[config.mk]
export PLATFORM = sky130hd
export DESIGN_NAME = alu_suma_resta
export DESIGN_NICKNAME = d
export VERILOG_FILES = /design/src/rtl/alu_pkg.sv /design/src/rtl/nucleo_suma_resta.sv /design/src/rtl/alu_suma_resta.sv
export SDC_FILE = /design/constraint.sdc
export NUM_CORES = 1
export LEC_CHECK = 0
export CORE_AREA = 3 3 55 108
export DETAILED_ROUTE_END_ITERATION = 8
export DIE_AREA = 0 0 58 111
export HOLD_SLACK_MARGIN = 0.08
export PLACE_DENSITY = 0.66
export SYNTH_ARGS = -nofsm -noshare
export SYNTH_HDL_FRONTEND = slang
export SYNTH_SLANG_ARGS = --single-unit
[constraint.sdc]
create_clock -name clk -period 2.7 [get_ports clk]
set_input_delay 0.27 -clock clk [delete_from_list [all_inputs] [get_ports clk]]
set_output_delay 0.27 -clock clk [all_outputs]
set_load 0.02 [all_outputs]
[src/rtl/alu_pkg.sv]
// Shared types for the add/subtract ALU: operation modes and status flags.
package alu_pkg;

  typedef enum logic [1:0] {
    MODO_SUMA       = 2'b00,
    MODO_RESTA      = 2'b01,
    MODO_ACUM_SUMA  = 2'b10,
    MODO_ACUM_RESTA = 2'b11
  } modo_t;

  typedef struct packed {
    logic cero;
    logic negativo;
    logic acarreo;
    logic desborde;
  } flags_t;

  function automatic logic es_acumulacion(input modo_t m);
    return (m == MODO_ACUM_SUMA) || (m == MODO_ACUM_RESTA);
  endfunction

  function automatic logic es_resta(input modo_t m);
    return (m == MODO_RESTA) || (m == MODO_ACUM_RESTA);
  endfunction

endpackage

[src/rtl/nucleo_suma_resta.sv]
// Combinational add/subtract core with optional signed saturation.
module nucleo_suma_resta #(
  parameter int unsigned N_BITS  = 8,
  parameter int unsigned SATURAR = 0
) (
  input  logic [N_BITS-1:0] x,
  input  logic [N_BITS-1:0] y,
  input  logic              resta,
  output logic [N_BITS-1:0] resultado,
  output logic              acarreo,
  output logic              desborde
);

  logic [N_BITS-1:0] y_op;
  logic [N_BITS:0]   suma_raw;
  logic [N_BITS-1:0] valor_sat;

  always_comb begin
    y_op      = resta ? ~y : y;
    suma_raw  = {1'b0, x} + {1'b0, y_op} + {{N_BITS{1'b0}}, resta};
    acarreo   = suma_raw[N_BITS];
    // Comparing against the inverted operand covers both the add and subtract overflow rules.
    desborde  = (x[N_BITS-1] == y_op[N_BITS-1]) && (suma_raw[N_BITS-1] != x[N_BITS-1]);
    valor_sat = x[N_BITS-1] ? {1'b1, {(N_BITS-1){1'b0}}} : {1'b0, {(N_BITS-1){1'b1}}};
    resultado = ((SATURAR != 0) && desborde) ? valor_sat : suma_raw[N_BITS-1:0];
  end

endmodule

[src/rtl/alu_suma_resta.sv]
// Two-stage pipelined add/subtract ALU with accumulator and status flags.
module alu_suma_resta
  import alu_pkg::*;
#(
  parameter int unsigned N_BITS  = 8,
  parameter int unsigned SATURAR = 0
) (
  input  logic              clk,
  input  logic              reset,
  input  logic              valido_entrada,
  input  logic [N_BITS-1:0] entrada_a,
  input  logic [N_BITS-1:0] entrada_b,
  input  logic [1:0]        modo,
  input  logic              limpiar_acc,
  output logic [N_BITS-1:0] resultado,
  output logic              valido_salida,
  output logic              cero,
  output logic              negativo,
  output logic              acarreo,
  output logic              desborde
);

  modo_t             modo_e;
  logic              acum;
  logic              op_resta;
  logic [N_BITS-1:0] acc;
  logic [N_BITS-1:0] acc_op;
  logic [N_BITS-1:0] op_x;
  logic [N_BITS-1:0] op_y;

  logic [N_BITS-1:0] res_n;
  logic              acarreo_n;
  logic              desborde_n;
  flags_t            flags_n;

  logic              s1_valido;
  logic [N_BITS-1:0] s1_res;
  flags_t            s1_flags;
  flags_t            flags_q;

  // Clearing alongside an accumulate feeds zero into this same operation.
  always_comb begin
    modo_e   = modo_t'(modo);
    acum     = es_acumulacion(modo_e);
    op_resta = es_resta(modo_e);
    acc_op   = limpiar_acc ? '0 : acc;
    op_x     = acum ? acc_op : entrada_a;
    op_y     = acum ? entrada_a : entrada_b;
  end

  nucleo_suma_resta #(
    .N_BITS  (N_BITS),
    .SATURAR (SATURAR)
  ) u_nucleo (
    .x         (op_x),
    .y         (op_y),
    .resta     (op_resta),
    .resultado (res_n),
    .acarreo   (acarreo_n),
    .desborde  (desborde_n)
  );

  always_comb begin
    flags_n          = '0;
    flags_n.cero     = (res_n == '0);
    flags_n.negativo = res_n[N_BITS-1];
    flags_n.acarreo  = acarreo_n;
    flags_n.desborde = desborde_n;
  end

  // Stage 1: capture the computed result and update the accumulator.
  always_ff @(posedge clk or posedge reset) begin
    if (reset) begin
      s1_valido <= 1'b0;
      s1_res    <= '0;
      s1_flags  <= '0;
      acc       <= '0;
    end else begin
      s1_valido <= valido_entrada;
      if (valido_entrada) begin
        s1_res   <= res_n;
        s1_flags <= flags_n;
      end
      if (valido_entrada && acum) begin
        acc <= res_n;
      end else if (limpiar_acc) begin
        acc <= '0;
      end
    end
  end

  // Stage 2: output registers hold their value across bubbles.
  always_ff @(posedge clk or posedge reset) begin
    if (reset) begin
      valido_salida <= 1'b0;
      resultado     <= '0;
      flags_q       <= '0;
    end else begin
      valido_salida <= s1_valido;
      if (s1_valido) begin
        resultado <= s1_res;
        flags_q   <= s1_flags;
      end
    end
  end

  always_comb begin
    cero     = flags_q.cero;
    negativo = flags_q.negativo;
    acarreo  = flags_q.acarreo;
    desborde = flags_q.desborde;
  end

endmodule

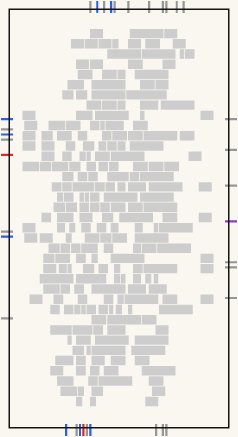
run_1/pins.png
Pins as bars across the die edge, other pins in grey.
purple -> desborde  # pins 1, direction output, edge east
red -> modo  # pins 2, direction input, edge 1 west, 1 south
blue -> entrada_a  # pins 8, direction input, edge 3 south, 3 west, 2 north
all pins by edge = 11 north, 9 south, 8 west, 7 east
die width: 58 um
Buffers on Ports: 34
Die Ht: 111 um

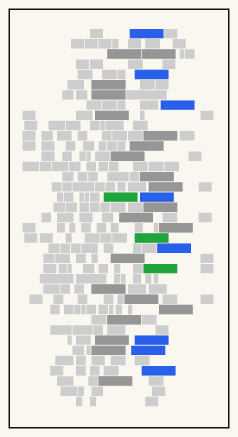
run_1/registers.png
blue -> resultado  # sequential cells 8
green -> s1_flags  # sequential cells 3
not coloured = 21

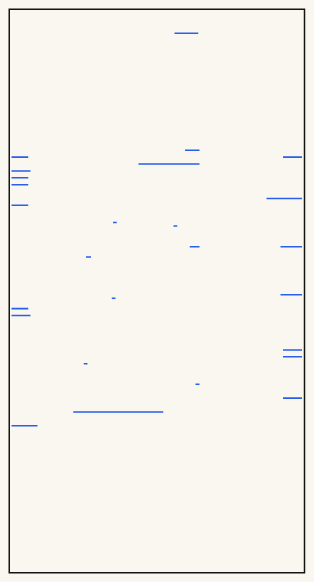
run_1/met3.png
longest straight run = 17.5 um
main direction = horizontal
nets with wire on the layer = 20
via count: 1398
drt total wl: 4033 um
met3 usage: 0.01399

==> deck_impl_summary.md, run 1 <==
Run Summary

Synth
  • Ys flops: 32
  • Syn. warnings: 0
  • Yosys Chip Area: roughly 0.0018 mm^2
  • Ys cells: about 150
  • Aoi share: 0.08941
  • Yosys simple share: 0.07840
  • Cell Type Count: 33
  • Mux area share: 0.2297
  • Syn Nets: 184
  • Area leader share: 0.4402
  • Adder Area Share: 0.05915
  • Xor/xnor share: 0.07221
  • Syn Area/Cell: approximately 12 um^2
  • Mapped cell area: around 0.0018 mm^2

Final layout
  • Number of diodes: 0
  • Nets@finish: between 200 and 300
  • Final Cell Area: 0.002625 mm^2
  • Layout cell share with drive strength beyond 1: 0.3956
  • Fin util: 0.5063

STA
  • Least-Margin Pin Slew: ~0.49 ns
  • Final Max Slew Viols: 0
  • RSZ-0062 raised after global routing: yes
  • Final setup margin: approximately 0.13 ns
  • Relative slew margins: 0.6740
  • Peak Freq: approximately 0.39 GHz
  • Final period util: 0.9509
  • Final Hold Fails: 0

Floorplanning
  • Core area: 0.005185 mm^2
  • Fp util: 0.3509
  • Num rows: 37
  • Die footprint: between 0.006 and 0.007 mm^2

Setup path
  • Worst r2r dst: s1_flags[3]$_DFFE_PP0P_
  • Critical path type: in2reg
  • FF-to-FF setup slack: 0.14 ns
  • CP arrival: 2.74 ns
  • CP startpoint kind: primary input
  • CP max FO: 3
  • CP endpoint kind: flop
  • CP Launch Point: entrada_a[2]
  • Crit path DRT: between 2 and 3 ns
  • Worst R2R Path Depth: 10
  • Worst setup path end: s1_flags[3]$_DFFE_PP0P_

Clocking
  • Root Buffer: clkbuf_8
  • CTS tree: built
  • Clock sink count: 32
  • Clk buf depth: 2
  • Inserted Clock Buffers: 5
  • Clk slew on worst S/H paths: 0.06 ns
  • H-tree levels: 2
  • Skew-Pair Late Insertion Delay: about 0.28 ns

Place
  • HPWL after DPL: approximately 3200 um
  • Worst slack, placed: -0.5425 ns
  • GPL Wtd Cong: 0.9221

Global route
  • Largest net degree at the start of global routing: 33
  • Antenna violations before repair: 0
  • Gr ovfl total: 0
  • Vias in the first global route: approximately 1500
  • Global Route Usage Sum: 0.1370
  • First-pass GRT wire length: 6851 um

Outcome
  • Outcome: finished clean

Drt
  • Pre-antenna DRT Iters: 4
  • Avg WL per Cell: roughly 14 um
  • DRC: 0
  • Count of antenna-violating nets left after detailed routing: 0
  • Initial drt markers: 23

Power and ir drop
  • Maximum vdd drop: about 0.43 mV
  • PD cells: between 700 and 800 mW/mm^2
  • Lkg Pwr: roughly 0.0012 uW

Job
  • Max-Cap Viols: 0
==> run 1: layout make-up <==
class / instances / area (um^2)
Clock buffer: 6 / 72.57
Clock inverter: 2 / 35.03
Tap cell: 58 / 72.57
Fill cell: 485 / 2560
Timing Repair Buffer: 70 / 601.8
Sequential cell: 32 / 800.8
Multi-Input combinational cell: 109 / 1020
Inverter: 6 / 22.52
==> run 1: registers in the layout, indices dropped and copies added (netlist names) <==
signal / cells
s1_valido: 1
acc: 8
acarreo: 1
desborde: 1
resultado: 8
valido_salida: 1
s1_flags: 3
cero: 1
s1_res: 8
==> run 1: metrics by stage <==
step	setup TNS [ns]	cells	total power, uW
2_1_floorplan	0	154	1139
3_3_place_gp	-3.413	268	1478
3_5_place_dp	-3.751	268	1496
4_1_cts	0	284	2005
5_1_grt	-0.004214	283	2130
6_report	0	283	1999
==> run 1: worst max-delay path, cell delays in order <==
cell and delay [ns]:
clkdlybuf4s50_1 0.51, mux2i_1 0.10, xnor2_1 0.24, ha_4 0.25, and2_1 0.17, o211ai_1 0.18
o21ai_1 0.11, a311o_1 0.39, xor2_1 0.18, o41ai_2 0.33
==> run 1: cell usage in the layout (no fill, tap or decap), types with 2 or more instances in the layout <==
cell type,synthesis,final
a21o_1,2,2
a21oi_1,7,5
a21oi_2,0,2
buf_4,2,35
clkbuf_2,0,4
clkbuf_8,0,5
clkdlybuf4s50_1,0,27
dfrtp_1,32,32
dlymetal6s2s_1,0,3
ha_1,7,6
inv_1,6,6
mux2_2,30,30
mux2i_1,8,7
nand2_1,4,4
nand2b_1,2,2
nand3b_1,3,3
nor2_1,4,4
nor2b_1,7,6
o21ai_0,3,3
o21bai_1,3,3
xnor2_1,14,12
xnor2_2,0,2
==> run 1: what timing repair did <==
item,CTS,global route
gates cloned,0,0
setup endpoints to repair,6,5
setup buffers,8,0
resized,9,18
hold buffers,0,0
pin swaps,8,14
==> run 1: cell usage after synthesis <==
cell / instances
buf_4: 2
xnor2_1: 14
o21ai_0: 3
mux2i_1: 8
o21ai_1: 1
a21oi_1: 7
a21o_1: 2
o41ai_2: 1
nor2b_1: 7
or3b_1: 1
or4_1: 1
and2_1: 1
nand3_1: 1
nand2b_1: 2
o22ai_1: 1
xor2_1: 1
clkbuf_1: 4
fa_1: 1
inv_1: 6
o211ai_1: 1
dfrtp_1: 32
mux2_2: 30
ha_1: 7
nand2_1: 4
nand4_1: 1
a311o_1: 1
o21a_1: 1
buf_1: 1
o221ai_2: 1
nand3b_1: 3
o21bai_1: 3
nor2_1: 4
a211oi_1: 1
==> run 1: report_power, final <==
part	internal [uW]	switching, uW
Sequential	624	68.2
Combinational	495	368
Clock	274	170
Total	1390	606
==> run 1: cell families (layout without fill, tap and decap cells) <==
kind of cell / Yosys count / count (layout)
DFF: 32 / 32
AOI/OAI and AO/OA: 23 / 23
adders and majority gates: 8 / 8
muxes: 38 / 38
buffers and inverters: 13 / 84
and+or+nand+nor: 25 / 25
xor gates and xnor gates: 15 / 15
==> run 1: layer usage <==
layer	wire length, um	track usage
met1	1383	0.1325
met2	2435	0.2636
met3	94	0.01399
met4	120	0.07430
met5	0	0
## Run 2: what changed since run 1
--- a/config.mk
+++ b/config.mk
@@ -6,6 +6,7 @@
 export NUM_CORES = 1
 export LEC_CHECK = 0
 export CORE_AREA = 3 3 55 108
+export CTS_BUF_LIST = sky130_fd_sc_hd__clkbuf_8
 export DETAILED_ROUTE_END_ITERATION = 8
 export DIE_AREA = 0 0 58 111
 export HOLD_SLACK_MARGIN = 0.08
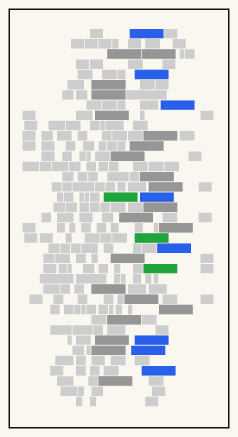
run_2/registers.png
blue -> resultado  # sequential cells 8
green -> s1_flags  # sequential cells 3
not coloured = 21
fin util: 0.5063
P_seq: 693 uW
fraction of area in registers: 0.3051
sequential cell area: 800.8 um^2

==> deck_impl_summary.md, run 2 <==
Run Summary

Final layout
  • Number of diodes: 0 (unchanged)
  • Layout cell share with drive strength beyond 1: 0.3956 (unchanged)
  • Most frequent cells in the layout: 35 x buf_4, 32 x dfrtp_1, 30 x mux2_2, 27 x clkdlybuf4s50_1, 12 x xnor2_1
  • Regs by FF count: acc x8, resultado x8, s1_res x8
  • Multi-input gate area: 0.001020 mm^2 (unchanged)
  • Top logic cell by instance count in the layout: buf_4
  • Nets@finish: 254 (unchanged)
  • Fillers: 485 (unchanged)

Global route
  • Vias in the first global route: 1500 (unchanged)
  • Gr ovfl total: 0 (unchanged)
  • Global Route Usage Sum: 0.1370 (unchanged)
  • Largest net degree at the start of global routing: 33 (unchanged)
  • First-pass GRT wire length: 6851 um (unchanged)

Setup path
  • Worst path slowest cell: clkdlybuf4s50_1
  • Worst setup path end: s1_flags[3]$_DFFE_PP0P_
  • Worst R2R Path Depth: 10 (unchanged)
  • CP Cell Sequence: clkdlybuf4s50_1 > mux2i_1 > xnor2_1 > ha_4 > and2_1 > o211ai_1 > o21ai_1 > a311o_1 > xor2_1 > o41ai_2
  • Critical path type: in2reg
  • CP max FO: 3 (unchanged)
  • Worst Path Buf+Inv: 1 (unchanged)
  • CP arrival: 2.74 ns (about the same)
  • Critical Path Stages: 10 (unchanged)
  • Top delay family on crit path: AND-OR/OR-AND gates
  • Crit path DRT: 2.88 ns (about the same)
  • CP Launch Point: entrada_a[2]
  • FF-to-FF setup slack: 0.14 ns (about the same)
  • CP startpoint kind: primary input
  • CP endpoint kind: flop

Job
  • Max-Cap Viols: 0 (unchanged)

Clocking
  • Clk buf depth: 2 (unchanged)
  • Clock sink count: 32 (unchanged)
  • Clk slew on worst S/H paths: 0.06 ns (about the same)
  • Root Buffer: clkbuf_8
  • Skew-Pair Late Insertion Delay: 0.28 ns (about the same)
  • Inserted Clock Buffers: 5 (unchanged)
  • Cts hold-fix bufs: 0 (unchanged)

Floorplanning
  • Die Ht: 111 um (unchanged)
  • Die width: 58 um (unchanged)
  • Die footprint: 0.006438 mm^2 (unchanged)
  • Core area: 0.005185 mm^2 (unchanged)

STA
  • Final Max Slew Viols: 0 (unchanged)
  • Final setup margin: 0.1325 ns (+0.00003600 ns)
  • Post-Route Setup TNS: 0 ns (unchanged)
  • Least-Margin Pin Slew: 0.4888 ns (-0.0002348 ns)
  • Peak Freq: 0.3895 GHz (about the same)
  • Final period util: 0.9509 (about the same)
  • RSZ-0062 raised after global routing: yes
  • Final Hold Fails: 0 (unchanged)
  • Relative slew margins: 0.6742 (about the same)

Synth
  • Synth async-reset ratio: 1.000 (unchanged)
  • Ys flops: 32 (unchanged)
  • Area leader share: 0.4402 (unchanged)
  • Post-synth EDFFs: 0 (unchanged)
  • Syn Area/Cell: 11.81 um^2 (unchanged)
  • Mapped cell area: 0.001819 mm^2 (unchanged)
  • Yosys Chip Area: 0.001819 mm^2 (unchanged)
  • Synth top cells by count: 32 x dfrtp_1, 30 x mux2_2, 14 x xnor2_1
  • Most common reg cell: dfrtp_1
  • Ys cells: 154 (unchanged)
  • Syn. warnings: 0 (unchanged)
  • Top-count cell post-synth: dfrtp_1
  • Cell Type Count: 33 (unchanged)
  • Top cells, area: dfrtp_1 44%, mux2_2 19%, xnor2_1 6.7%, ha_1 4.8%, mux2i_1 4.4%

Drt
  • Drt total wl: 4032 um (about the same)
  • DRC: 0 (unchanged)
  • Initial drt markers: 23 (unchanged)
  • Drt via density: 4.943
  • Via count: 1399 (+0.072%)
  • Avg WL per Cell: 14.25 um (about the same)
  • Count of antenna-violating nets left after detailed routing: 0 (unchanged)
  • Pre-antenna DRT Iters: 4 (unchanged)

Place
  • Worst slack, placed: -0.5425 ns (unchanged)
  • GPL Wtd Cong: 0.9221 (unchanged)
  • HPWL after DPL: 3230 um (unchanged)
  • Buffers on Ports: 34 (unchanged)

Power and ir drop
  • Lkg Pwr: 0.001218 uW (+0.34%)
  • Pwr Total: 1996 uW (-0.17%)
  • Maximum vdd drop: 0.4335 mV (about the same)
  • PD cells: 760.2 mW/mm^2 (-0.17%)

Outcome
  • Outcome: finished clean
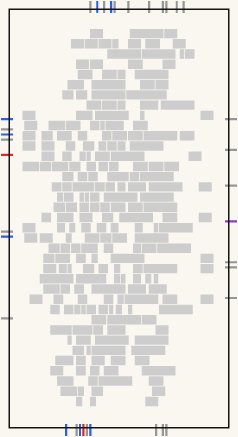
run_2/pins.png
Pins as bars across the die edge, other pins in grey.
red -> modo  # pins 2, direction input, edge 1 west, 1 south
purple -> desborde  # pins 1, direction output, edge east
blue -> entrada_a  # pins 8, direction input, edge 3 south, 3 west, 2 north
all pins by edge = 11 north, 9 south, 8 west, 7 east

## run 2: cell counts after synthesis
No cell type changed its count.
## run 2: kinds of logic after synthesis
family	synth area share
muxes	0.2297
DFF	0.4402
and+or+nand+nor	0.07840
AOI/OAI and AO/OA	0.08941
xor gates and xnor gates	0.07222
buffers and inverters	0.03094
adders and majority gates	0.05915
## run 2: final cells by class
| class | instances | share of cell area |
|---|---|---|
| clock buffers | 5 | 0.02622 |
| repair buffers | 70 | 0.2293 |
| flip-flops and latches | 32 | 0.3051 |
| inverters | 6 | 0.008580 |
| multi-input cells | 109 | 0.3885 |
| clock inverters | 3 | 0.01478 |
| well taps | 58 | 0.02765 |
## run 2: where the power goes
group	switching, uW	internal, uW	total [uW]
combinational	368	495	863
clock	170	270	440
sequential	68.6	624	693
total	606	1390	2000
## run 2: how the worst min path moves through the flow
| stage | startpoint | endpoint | slack [ns] | cells past startpoint |
|---|---|---|---|---|
| after floorplan | valido_entrada | s1_valido$_DFF_PP0_ | 0.30 | 0 |
| after global placement | s1_flags[3]$_DFFE_PP0P_ | s1_flags[3]$_DFFE_PP0P_ | 0.48 | 2 |
| after detailed placement | s1_flags[3]$_DFFE_PP0P_ | s1_flags[3]$_DFFE_PP0P_ | 0.49 | 2 |
| after CTS | reset | s1_valido$_DFF_PP0_ | 0.39 | 3 |
| after global routing | limpiar_acc | acc[1]$_DFF_PP0_ | 0.39 | 3 |
| final | reset | s1_res[5]$_DFFE_PP0P_ | 0.38 | 3 |
## run 2: tightest hold or removal path: cells and delay by family
kind / cells / cell delay (ns)
buffers and inverters: 3 / 0.80
## run 2: timing repair
action                     in CTS  in global routing
setup endpoints to repair       6                  5
setup buffers                   8                  0
gates resized                   9                 18
pin swaps                       8                 14
## run 2: metrics by stage
step                std cells    util  instance area [um^2]
floorplan                 154       -                  1823
global placement          268  0.4660                  2416
detailed placement        268  0.4660                  2416
CTS                       284  0.5010                  2597
global route              283  0.5063                  2625
finish                    283  0.5063                  2625
## run 2: layer usage
layer  track usage  up-vias  routed length, um
li1              -      678                  -
met5             0        -                  0
met2        0.2636       27               2432
met4       0.07430        0                120
met1        0.1325      684               1385
met3       0.01399       10                 94
## Run 3: what changed since run 2
--- a/config.mk
+++ b/config.mk
@@ -7,6 +7,7 @@
 export LEC_CHECK = 0
 export CORE_AREA = 3 3 55 108
 export CTS_BUF_LIST = sky130_fd_sc_hd__clkbuf_8
+export CTS_CLUSTER_SIZE = 14
 export DETAILED_ROUTE_END_ITERATION = 8
 export DIE_AREA = 0 0 58 111
 export HOLD_SLACK_MARGIN = 0.08
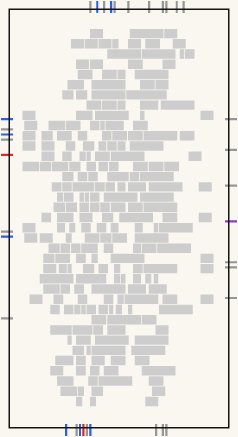
run_3/pins.png
Pins as bars across the die edge, other pins in grey.
purple -> desborde  # pins 1, direction output, edge east
red -> modo  # pins 2, direction input, edge 1 west, 1 south
blue -> entrada_a  # pins 8, direction input, edge 3 south, 3 west, 2 north
all pins by edge = 11 north, 9 south, 8 west, 7 east

==> deck_impl_summary.md, run 3 <==
Run Summary

Job
  • Max-Cap Viols: 0 (unchanged)

Outcome
  • Outcome: finished clean

Drt
  • Pre-antenna DRT Iters: 4 (unchanged)
  • Drt total wl: 4032 um (unchanged)
  • Via count: 1399 (unchanged)
  • Drt via density: 4.943 (unchanged)
  • Initial drt markers: 23 (unchanged)
  • Count of antenna-violating nets left after detailed routing: 0 (unchanged)

Clocking
  • Clk slew on worst S/H paths: 0.06 ns (about the same)
  • Clock sink count: 32 (unchanged)
  • Cts hold-fix bufs: 0 (unchanged)
  • Clk buf depth: 2 (unchanged)
  • Inserted Clock Buffers: 5 (unchanged)

Synth
  • Top-count cell post-synth: dfrtp_1
  • Ys cells: 154 (unchanged)
  • Yosys Chip Area: 0.001819 mm^2 (unchanged)
  • Post-synth EDFFs: 0 (unchanged)
  • Ys flops: 32 (unchanged)
  • Most common reg cell: dfrtp_1
  • Synth top cells by count: 32 x dfrtp_1, 30 x mux2_2, 14 x xnor2_1
  • Mapped cell area: 0.001819 mm^2 (unchanged)
  • Syn. warnings: 0 (unchanged)
  • Top cells, area: dfrtp_1 44%, mux2_2 19%, xnor2_1 6.7%, ha_1 4.8%, mux2i_1 4.4%
  • Syn Area/Cell: 11.81 um^2 (unchanged)

Final layout
  • Layout cell share with drive strength beyond 1: 0.3956 (unchanged)
  • Number of diodes: 0 (unchanged)
  • Final Cell Area: 0.002625 mm^2 (unchanged)
  • Most frequent cells in the layout: 35 x buf_4, 32 x dfrtp_1, 30 x mux2_2, 27 x clkdlybuf4s50_1, 12 x xnor2_1
  • Nets@finish: 254 (unchanged)
  • Top logic cell by instance count in the layout: buf_4
  • Fillers: 485 (unchanged)

Power and ir drop
  • Pwr Total: 1996 uW (unchanged)
  • PD cells: 760.2 mW/mm^2 (unchanged)
  • Maximum vdd drop: 0.4335 mV (unchanged)

Setup path
  • CP max FO: 3 (unchanged)
  • Worst Path Buf+Inv: 1 (unchanged)
  • CP arrival: 2.74 ns (about the same)
  • Critical path type: in2reg
  • Top delay family on crit path: AND-OR/OR-AND gates
  • CP startpoint kind: primary input
  • CP Cell Sequence: clkdlybuf4s50_1 > mux2i_1 > xnor2_1 > ha_4 > and2_1 > o211ai_1 > o21ai_1 > a311o_1 > xor2_1 > o41ai_2

Place
  • Buffers on Ports: 34 (unchanged)
  • GPL Wtd Cong: 0.9221 (unchanged)
  • HPWL after DPL: 3230 um (unchanged)
  • Post-place instance area: 0.002416 mm^2 (unchanged)

STA
  • Final Max Slew Viols: 0 (unchanged)
  • Least-Margin Pin Slew: 0.4888 ns (unchanged)
  • Relative slew margins: 0.6742 (unchanged)
  • Final Hold Fails: 0 (unchanged)
  • RSZ-0062 raised after global routing: yes
  • Final period util: 0.9509 (unchanged)

Floorplanning
  • Die footprint: 0.006438 mm^2 (unchanged)
  • Core area: 0.005185 mm^2 (unchanged)

Global route
  • Gr ovfl total: 0 (unchanged)
  • Largest net degree at the start of global routing: 33 (unchanged)
  • First-pass GRT wire length: 6851 um (unchanged)
  • Vias in the first global route: 1500 (unchanged)
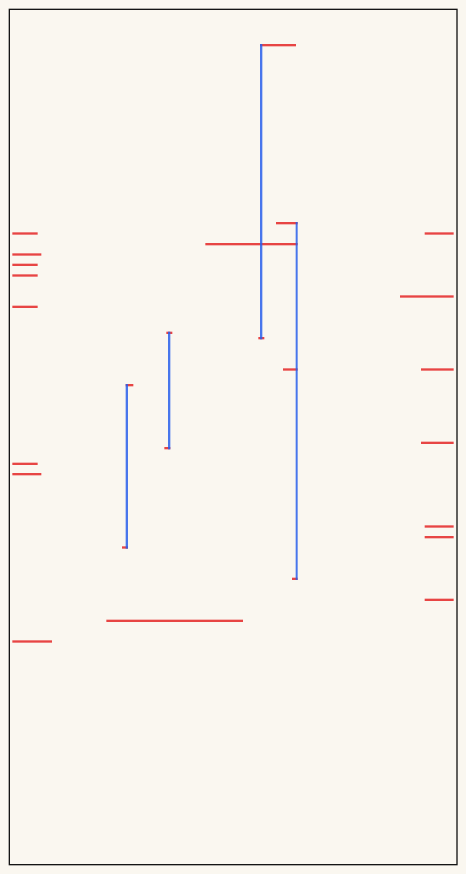
run_3/metal_stack.png
Two of the layers only.
red -> met3  # wire length 94.5 um
blue -> met4  # wire length 120 um

==> run 3: cell counts after synthesis <==
No cell type changed its count.
==> run 3: where the power goes <==
part	switching [uW]	internal [uW]
clock network	170	270
logic	368	495
registers	68.6	624
total	606	1390
==> run 3: stage by stage <==
step,setup WS [ns],utilization,std cells
5_1_grt,-0.004214,0.5063,283
3_3_place_gp,-0.5233,0.4660,268
6_report,0.1325,0.5063,283
2_1_floorplan,0.006867,-,154
4_1_cts,0.01747,0.5010,284
3_5_place_dp,-0.5425,0.4660,268
==> run 3: layout make-up <==
type                    count  area [um^2]  area share
well taps                  58        72.57     0.02765
multi-input cells         109         1020      0.3885
inverters                   6        22.52    0.008580
flip-flops and latches     32        800.8      0.3051
repair buffers             70        601.8      0.2293
clock inverters             3        38.79     0.01478
clock buffers               5        68.82     0.02622
==> run 3: worst register-to-register path: stages (launching register included) <==
cell	delay, ns
dfrtp_1	0.36
nor2b_4	0.12
o221ai_2	0.17
inv_1	0.08
fa_2	0.36
a211oi_2	0.23
o21bai_1	0.11
a21oi_2	0.22
xnor2_2	0.09
or4_4	0.51
o41ai_2	0.20
==> run 3: cells by family (layout without fill, tap and decap cells) <==
kind of cell / after synthesis / count (layout) / share of synthesized area
mux: 38 / 38 / 0.2297
compound gates: 23 / 23 / 0.08941
buf+inv: 13 / 84 / 0.03094
fa+ha+maj: 8 / 8 / 0.05915
flops: 32 / 32 / 0.4402
simple gates: 25 / 25 / 0.07840
xor+xnor: 15 / 15 / 0.07222
==> run 3: path summary, 6_finish.rpt <==
path | slack, ns | endpoint | startpoint | cells past startpoint
worst max-delay path | 0.13 | s1_flags[3]$_DFFE_PP0P_ | entrada_a[2] | 10
worst min-delay path | 0.38 | s1_res[5]$_DFFE_PP0P_ | reset | 3
worst max register to register | 0.14 | s1_flags[3]$_DFFE_PP0P_ | acc[0]$_DFF_PP0_ | 10
worst min register to register | 0.51 | resultado[1]$_DFFE_PP0P_ | s1_res[1]$_DFFE_PP0P_ | 1
max in group asynchronous | 2.04 | resultado[1]$_DFFE_PP0P_ | reset | 3
min in group clk | 0.39 | acc[1]$_DFF_PP0_ | limpiar_acc | 3
==> run 3: routing by layer <==
metal	wire length [um]	GRT usage
met2	2432	0.2636
met3	94	0.01399
met5	0	0
met4	120	0.07430
met1	1385	0.1325
==> run 3: what timing repair did <==
action / CTS / global route
pin swaps: 8 / 14
hold endpoints to repair: 0 / 0
resized: 9 / 18
buffers inserted: 8 / 0
setup endpoints to repair: 6 / 5
No activity file was given, so power comes from the tool's default toggle rates.
